**Run 1: pin map**

The bar under the picture is 10 µm long. Pins as bars across the die edge, other pins in gray.
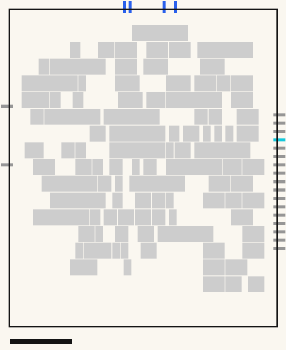
**Run 1: zoomed window**

The bar under the picture is 5 µm long. Window x 12 to 32, y 26 to 46 µm. Cells in gray, sequential cells in the stronger gray; small squares are vias.
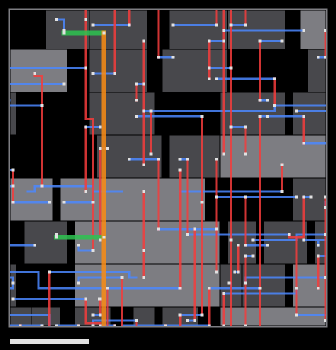
**Run 1: gate families picked out**

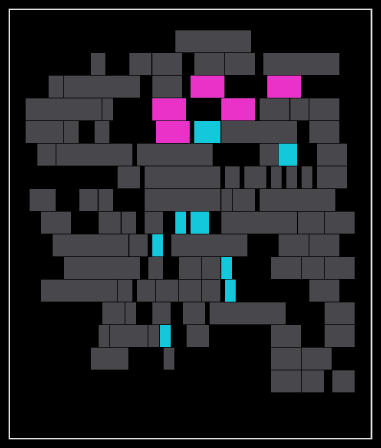
**Run 1: wire density map**

The die is cut into 9 by 10 equal tiles; white is low, dark blue is high, scaled to the fullest tile. Values are wire area over tile area, all layers added.
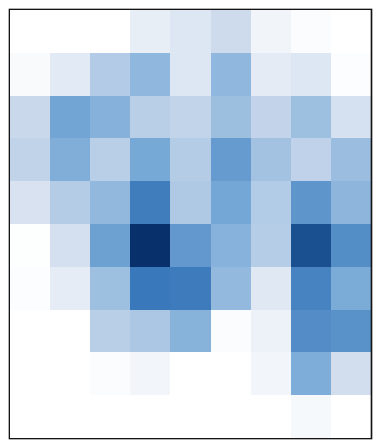
`src/rtl/slow_window_pkg.sv`:
```
// slow_window shared definitions.
// FSM encoding, timeout width and default timebase divider.
package slow_window_pkg;

    typedef enum logic [1:0] {
        ST_IDLE   = 2'd0,
        ST_ACTIVE = 2'd1,
        ST_HOLD   = 2'd2
    } state_t;

    localparam int TO_W         = 4;
    localparam int TICK_DIV_DEF = 16;

endpackage

```
`src/rtl/slow_window_tick.sv`:
```
// slow_tick: free-running hold timebase prescaler.
// Emits a one-cycle tick when the count reaches TICK_DIV-1.
module slow_tick #(
    parameter int TICK_DIV = 16
) (
    input  logic i_clk,
    input  logic i_rst_n,
    output logic o_tick
);

    localparam int W = $clog2(TICK_DIV);
    localparam logic [W-1:0] LAST = W'(TICK_DIV - 1);

    logic [W-1:0] r_cnt;

    always_ff @(posedge i_clk or negedge i_rst_n) begin
        if (!i_rst_n) begin
            r_cnt <= '0;
        end else if (r_cnt == LAST) begin
            r_cnt <= '0;
        end else begin
            r_cnt <= r_cnt + W'(1);
        end
    end

    assign o_tick = (r_cnt == LAST);

endmodule

```
`src/rtl/slow_window.sv`:
```
// slow_window: decides when the accelerator must run at
// motherboard speed, with a programmable post-access hold.
module slow_window
    import slow_window_pkg::*;
#(
    parameter int TICK_DIV = TICK_DIV_DEF
) (
    input  logic            CLK,
    input  logic            nPOR,
    input  logic            BACT,
    input  logic            IACKCS,
    input  logic            VIACS,
    input  logic            IWMCS,
    input  logic            SCCCS,
    input  logic            SCSICS,
    input  logic            SndCS,
    input  logic            SlowIACK,
    input  logic            SlowVIA,
    input  logic            SlowIWM,
    input  logic            SlowSCC,
    input  logic            SlowSCSI,
    input  logic            SlowSnd,
    input  logic            SlowClockGate,
    input  logic [TO_W-1:0] SlowTimeout,
    output logic            SlowReq,
    output logic            SlowHold,
    output logic            ClockGate
);

    state_t          r_state;
    state_t          w_next;
    logic            r_bactr;
    logic            r_gatel;
    logic [TO_W-1:0] r_tl;
    logic [TO_W-1:0] r_hcnt;
    logic            w_tick;
    logic            w_sel;
    logic            w_hit;

    slow_tick #(
        .TICK_DIV (TICK_DIV)
    ) u_tick (
        .i_clk   (CLK),
        .i_rst_n (nPOR),
        .o_tick  (w_tick)
    );

    assign w_sel = |{IACKCS & SlowIACK, VIACS & SlowVIA,
                     IWMCS & SlowIWM, SCCCS & SlowSCC,
                     SCSICS & SlowSCSI, SndCS & SlowSnd};

    // Selects only count on the first cycle of a bus access.
    assign w_hit = BACT & ~r_bactr & w_sel;

    always_ff @(posedge CLK or negedge nPOR) begin
        if (!nPOR) begin
            r_bactr <= 1'b0;
        end else begin
            r_bactr <= BACT;
        end
    end

    always_ff @(posedge CLK or negedge nPOR) begin
        if (!nPOR) begin
            r_state <= ST_IDLE;
        end else begin
            r_state <= w_next;
        end
    end

    always_comb begin
        w_next = r_state;
        unique case (r_state)
            ST_IDLE: begin
                if (w_hit) w_next = ST_ACTIVE;
            end
            ST_ACTIVE: begin
                if (!BACT) begin
                    w_next = (r_tl == '0) ? ST_IDLE : ST_HOLD;
                end
            end
            ST_HOLD: begin
                if (w_hit) begin
                    w_next = ST_ACTIVE;
                end else if (w_tick && r_hcnt == TO_W'(1)) begin
                    w_next = ST_IDLE;
                end
            end
            default: w_next = ST_IDLE;
        endcase
    end

    // A reload from a new hit takes priority over a same-cycle tick.
    always_ff @(posedge CLK or negedge nPOR) begin
        if (!nPOR) begin
            r_tl    <= '0;
            r_gatel <= 1'b0;
            r_hcnt  <= '0;
        end else begin
            if (w_hit && r_state != ST_ACTIVE) begin
                r_tl    <= SlowTimeout;
                r_gatel <= SlowClockGate;
            end
            if (r_state == ST_ACTIVE && !BACT) begin
                r_hcnt <= r_tl;
            end else if (r_state == ST_HOLD && !w_hit && w_tick) begin
                r_hcnt <= r_hcnt - TO_W'(1);
            end
        end
    end

    always_comb begin
        SlowReq   = (r_state != ST_IDLE);
        SlowHold  = (r_state == ST_HOLD);
        ClockGate = (r_state != ST_IDLE) & r_gatel;
    end

endmodule

```
`config.mk`:
```
export PLATFORM = sky130hd
export DESIGN_NAME = slow_window
export DESIGN_NICKNAME = d
export VERILOG_FILES = /design/src/rtl/slow_window_pkg.sv /design/src/rtl/slow_window_tick.sv /design/src/rtl/slow_window.sv
export SDC_FILE = /design/constraint.sdc
export NUM_CORES = 1
export LEC_CHECK = 0
export CAP_MARGIN = 30
export CORE_ASPECT_RATIO = 1.2
export CORE_MARGIN = 1.5
export CORE_UTILIZATION = 40
export DETAILED_ROUTE_END_ITERATION = 6
export PLACE_DENSITY = 0.76
export SYNTH_ARGS = -nofsm -noshare
export SYNTH_HDL_FRONTEND = slang
export SYNTH_SLANG_ARGS = --single-unit
```
`constraint.sdc`:
```
create_clock -name CLK -period 2.7 [get_ports CLK]
set_input_delay 0.405 -clock CLK [delete_from_list [all_inputs] [get_ports CLK]]
set_output_delay 0.405 -clock CLK [all_outputs]
set_load 0.05 [all_outputs]
```
==> impl_metrics.yaml, run 1 <==
# synthesis and place-and-route metrics
setup_path:
  data_required_time_of_the_worst_path_ps: 2300
  critical_path.startpoint_type: "flop"
  slowest_stage: "sky130_fd_sc_hd__clkdlybuf4s50_1"
  end_kind: "output port"
  number_of_buffers_and_inverters_on_the_critical_path: 1
  setup_slack_of_the_worst_register_to_register_path_ps: 1020
  worst_r2r_endpoint: "r_hcnt[3]$_DFFE_PN0P_"
  critPathTopFamily: "buffers and inverters"
  crit_end: "ClockGate"
  critical_path.reg2reg.startpoint: "u_tick.r_cnt[0]$_DFF_PN0_"
  reg2regPathDepth: 4
  critical_path.cell_chain: "or2_2 -> and2_1 -> clkdlybuf4s50_1"
  cp_num_cells: 3
  critPathLaunch: "r_state[0]$_DFFE_PN0P_"
global_route:
  first_pass_grt_wire_length_um: 2677
  globalRoute.busiestLayer: "met2"
  maximum_number_of_pins_on_one_net_before_global_route_repair: 17
  grt_ovf: 0
pwr:
  p_seq_mw: 0.352
  power_per_cell_area_nw_per_um2: 694.9
  pg_comb_mw: 0.250
  peak_supply_drop_mv: 0.3841
  power_switching_share_pct: 34.70
  seq_power_share_pct: 48.5
  comb_power_share_pct: 34.5
  total_leakage_power_nw: 0.4352
  power_switching_mw: 0.2513
yosys:
  synth-seq-cells: 16
  synth.yosys.chip_area_um2: 779.5
  ys.warnings.count: 0
  mux_share_pct: 7.223
  proportion_of_synthesized_chip_area_in_sequential_cells_pct: 51.36
  yosys-stat-cells: 73
  synthesis.instances: 73
detailed_routing:
  firstDrtPassIters: 4
  drtAntennaViolNets: 0
  routed-wl-met3_um: 120
  first_iter_violations: 6
  route.detailed.drc: 0
sta:
  highest_clock_rate_mhz: 441.7
  setup_ws_ps: 435.9
  worst_tran_pin_value_ps: 696.3
  setup-violations-final: 0
  hold_viol: 0
  layout_min_cycle_time_ps: 2264
placed_design:
  place_area_um2: 1020
  placedCellCount: 114
  post_place_worst_slack_ps: 480.6
floorplanning:
  die_area_um2: 2224
  core_um2: 1829
clock_tree:
  tritoncts_num_sinks: 16
  postCtsResizedCells: 0
  clk_path_buf_depth: 2
  cts_buffers: 3
finish:
  final_design_area_no_fill_um2: 1042
  num-nets-final: 123
  layout-area-overhead-vs-synth_pct: 33.71
min_path:
  worstHoldPathType: "reg2reg"
  holdPathEnd: "u_tick.r_cnt[0]$_DFF_PN0_"
run_status:
  result_of_the_run: "completed"
## Picture notes: 'pin map'
- nPOR: cyan (pins 1; direction input; edge right)
- SlowTimeout: blue (pins 4; direction input; edge top)
floorplan die width: 43.30 µm
overall die height: 51.36 µm
number of buffer cells added on primary ports: 22

## Picture notes: 'zoomed window'
- metal 2: red
- metal 1: blue
- metal 4: orange
- metal 3: green
- netlist names of flops here include: r_tl (3), r_state (1)
- sequential cells in the window: 4
- most frequent: clkdlybuf4s50_1 (5), mux2_2 (4), dfrtp_1 (4)
- cells with their middle in the window: 22

## Picture notes: 'gate families picked out'
- mux cells: magenta (cells 5; where top center)
- nor cells: cyan (cells 8; where center)
most numerous logic cell after layout: sky130_fd_sc_hd__clkdlybuf4s50_1
multi-input gate share of total cell area: 33.13%
post-layout instance count excluding filler cells: 117

## Picture notes: 'wire density map'
- nearly empty tiles: 24%
- densest ninth of the die: center
- emptiest ninth of the die: lower left
- tiles over half the peak: 18%
- fullest tile: 0.43
routed len/inst: 13.37 µm
routed wire length: 1564 µm
Global Route Usage Sum: 16.05%
via total after detailed routing: 643

==> run 1: Yosys cell counts <==
master                      n  area (µm²)
sky130_fd_sc_hd__and2_1     1       6.260
sky130_fd_sc_hd__nor2_1     5       18.77
sky130_fd_sc_hd__nand3_1    2       10.01
sky130_fd_sc_hd__nor2b_2    1       8.760
sky130_fd_sc_hd__buf_6      1       11.26
sky130_fd_sc_hd__nor4_1     1       6.260
sky130_fd_sc_hd__o31ai_1    2       15.01
sky130_fd_sc_hd__mux2_2     5       56.30
sky130_fd_sc_hd__nor2b_1    1       6.260
sky130_fd_sc_hd__or4_1      2       15.01
sky130_fd_sc_hd__o22ai_1    1       6.260
sky130_fd_sc_hd__dfrtp_1   16       400.4
sky130_fd_sc_hd__or3_2      2       15.01
sky130_fd_sc_hd__a311oi_1   1       8.760
sky130_fd_sc_hd__a21oi_1    1       5.000
sky130_fd_sc_hd__or2_2      1       6.260
sky130_fd_sc_hd__ha_1       3       37.54
sky130_fd_sc_hd__inv_1      6       22.52
sky130_fd_sc_hd__xor2_1     1       8.760
sky130_fd_sc_hd__and2b_1    1       7.510
sky130_fd_sc_hd__a22oi_1    3       22.52
sky130_fd_sc_hd__or3_1      1       6.260
sky130_fd_sc_hd__o21ai_0    6       30.03
sky130_fd_sc_hd__nand4_1    1       6.260
sky130_fd_sc_hd__a31oi_1    5       31.28
sky130_fd_sc_hd__nand2_1    3       11.26
==> run 1: layout make-up <==
class	instances	share of cell area, %
clock buffers	3	2.161
multi-input cells	50	33.13
repair buffers	23	21.85
inverters	6	2.161
well taps	19	2.281
flip-flops and latches	16	38.42
==> run 1: state kept, by name, summed over array words and instances (netlist names) <==
signal        count
u_tick.r_cnt      4
r_tl              4
r_hcnt            4
r_bactr           1
r_state           2
r_gatel           1
--- run 2 (diff from run 1) ---
clock period = 2.2 ns   (was 2.7 ns; I/O delays follow)
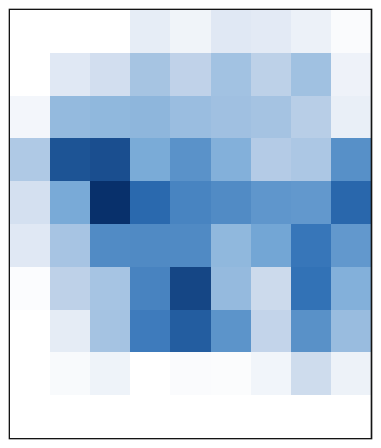
**Above:** run 2 (wire density map).
The die is cut into 9 by 10 equal tiles; white is low, dark blue is high, scaled to the fullest tile. Values are wire area over tile area, all layers added.
- fullest tile: 0.39
- emptiest ninth of the die: lower left
- nearly empty tiles: 20%
- densest ninth of the die: center
- mean over tiles: 0.13
- tiles over half the peak: 27%
via total after detailed routing: 684
routed wire length: 1728 µm

==> run 2 against run 1 <==
  * Clock-buffer cell count up 1
  * Critical path depth down 1
  * First-iteration DRC count unchanged
  * Sequential share of layout area down 0.72 points
  * Critical endpoint is now SlowReq
  * Largest power group unchanged
==> impl_metrics.yaml, run 2 <==
# synthesis and place-and-route metrics
run_status:
  result_of_the_run: "completed"
pwr:
  p_seq_mw: 0.432
  power_per_cell_area_nw_per_um2: 883.6
  seq_power_share_pct: 46.1
  peak_supply_drop_mv: 0.4149
  pg_comb_mw: 0.312
  power_switching_mw: 0.3219
  total_leakage_power_nw: 0.4511
  power_switching_share_pct: 34.30
yosys:
  postSynth.topFlopCell: "sky130_fd_sc_hd__dfrtp_1"
  synthesis.instances: 73
  edf_count: 0
  synth_top_cell_by_area: "sky130_fd_sc_hd__dfrtp_1"
  synth_top_area_share_pct: 51.36
  async_flop_share_pct: 100.0
  fa_ha_area_share_pct: 4.815
  most_frequent_cells_after_synthesis: "16 x sky130_fd_sc_hd__dfrtp_1, 6 x sky130_fd_sc_hd__inv_1, 6 x sky130_fd_sc_hd__o21ai_0"
  proportion_of_synthesized_chip_area_in_sequential_cells_pct: 51.36
  synth.area.top_cells: "sky130_fd_sc_hd__dfrtp_1 51%, sky130_fd_sc_hd__mux2_2 7.2%, sky130_fd_sc_hd__ha_1 4.8%"
  synth-seq-cells: 16
  mux_share_pct: 7.223
  ys.warnings.count: 0
  yosys-stat-cells: 73
  synth.yosys.chip_area_um2: 779.5
finish:
  num-nets-final: 124
  final_design_area_no_fill_um2: 1062
  finish.cell_count_without_fillers: 119
  layout-area-overhead-vs-synth_pct: 36.28
  reg.largest.list: "r_hcnt x4, r_tl x4, u_tick.r_cnt x4"
setup_path:
  number_of_buffers_and_inverters_on_the_critical_path: 1
  critPathTopFamily: "buffers and inverters"
  reg2regPathDepth: 4
  critical_path.startpoint_type: "flop"
  critical_path.cell_chain: "or2_2 -> clkdlybuf4s50_1"
  cp_num_cells: 2
  worst_path_largest_cell_delay_ps: 700
global_route:
  grt.total_usage_pct: 16.37
  first_pass_grt_wire_length_um: 2704
  grt_ovf: 0
  maximum_number_of_pins_on_one_net_before_global_route_repair: 17
detailed_routing:
  first_iter_violations: 6
  drtAntennaViolNets: 0
  firstDrtPassIters: 4
floorplanning:
  die_x_um: 43.30
  die_area_um2: 2224
clock_tree:
  tritoncts_num_sinks: 16
  clk_path_buf_depth: 2
  cts_buffers: 3
placed_design:
  post_place_worst_slack_ps: 136.6
  placedCellCount: 115
sta:
  worst_tran_pin_value_ps: 701.8
  hold_viol: 0
  max_slew_margin_pct: 53.07
  setup-violations-final: 0
  highest_clock_rate_mhz: 485.9
  layout_min_cycle_time_ps: 2058
min_path:
  worstHoldPathType: "in2async"
-- run 2: logic make-up (layout without fill, tap and decap cells) --
| group | after synthesis | count (layout) |
|---|---|---|
| xor+xnor | 1 | 1 |
| buf+inv | 7 | 34 |
| mux | 5 | 5 |
| simple gates | 22 | 22 |
| flops | 16 | 16 |
| compound gates | 19 | 19 |
| fa+ha+maj | 3 | 3 |
-- run 2: cell type report --
| cell class | instances | area [µm²] | share of cell area [%] |
|---|---|---|---|
| tap | 19 | 23.77 | 2.238 |
| multi-input combinational | 50 | 345.3 | 32.51 |
| timing repair buffer | 24 | 234.0 | 22.03 |
| clock buffer | 4 | 36.28 | 3.416 |
| sequential | 16 | 400.4 | 37.69 |
| inverter | 6 | 22.52 | 2.120 |
-- run 2: per-layer routing --
layer | part of all wire, % | vias to the layer above | GRT usage [%]
met4 | 0.35 | 0 | 6.061
li1 | - | 320 | -
met5 | 0 | - | 0
met3 | 8.6 | 2 | 4.594
met2 | 52 | 27 | 31.09
met1 | 39 | 335 | 16.44
-- run 2: path summary, 6_finish.rpt --
kind                                            from                   endpoint  slack [ps]
min                                             nPOR        r_gatel$_DFFE_PN0P_         460
max reg2reg                u_tick.r_cnt[0]$_DFF_PN0_      r_hcnt[0]$_DFFE_PN0P_         440
max in group asynchronous                       nPOR      r_hcnt[1]$_DFFE_PN0P_        1300
max                           r_state[0]$_DFFE_PN0P_                    SlowReq         140
min reg2reg                u_tick.r_cnt[0]$_DFF_PN0_  u_tick.r_cnt[0]$_DFF_PN0_         490
min in group CLK           u_tick.r_cnt[0]$_DFF_PN0_  u_tick.r_cnt[0]$_DFF_PN0_         490
-- run 2: timing repair --
item,4_1_cts,5_1_grt
setup buffers,0,0
setup endpoints to repair,1,0
gates resized,1,0
Power figures rest on the tool's default switching activity, not on a simulated workload.
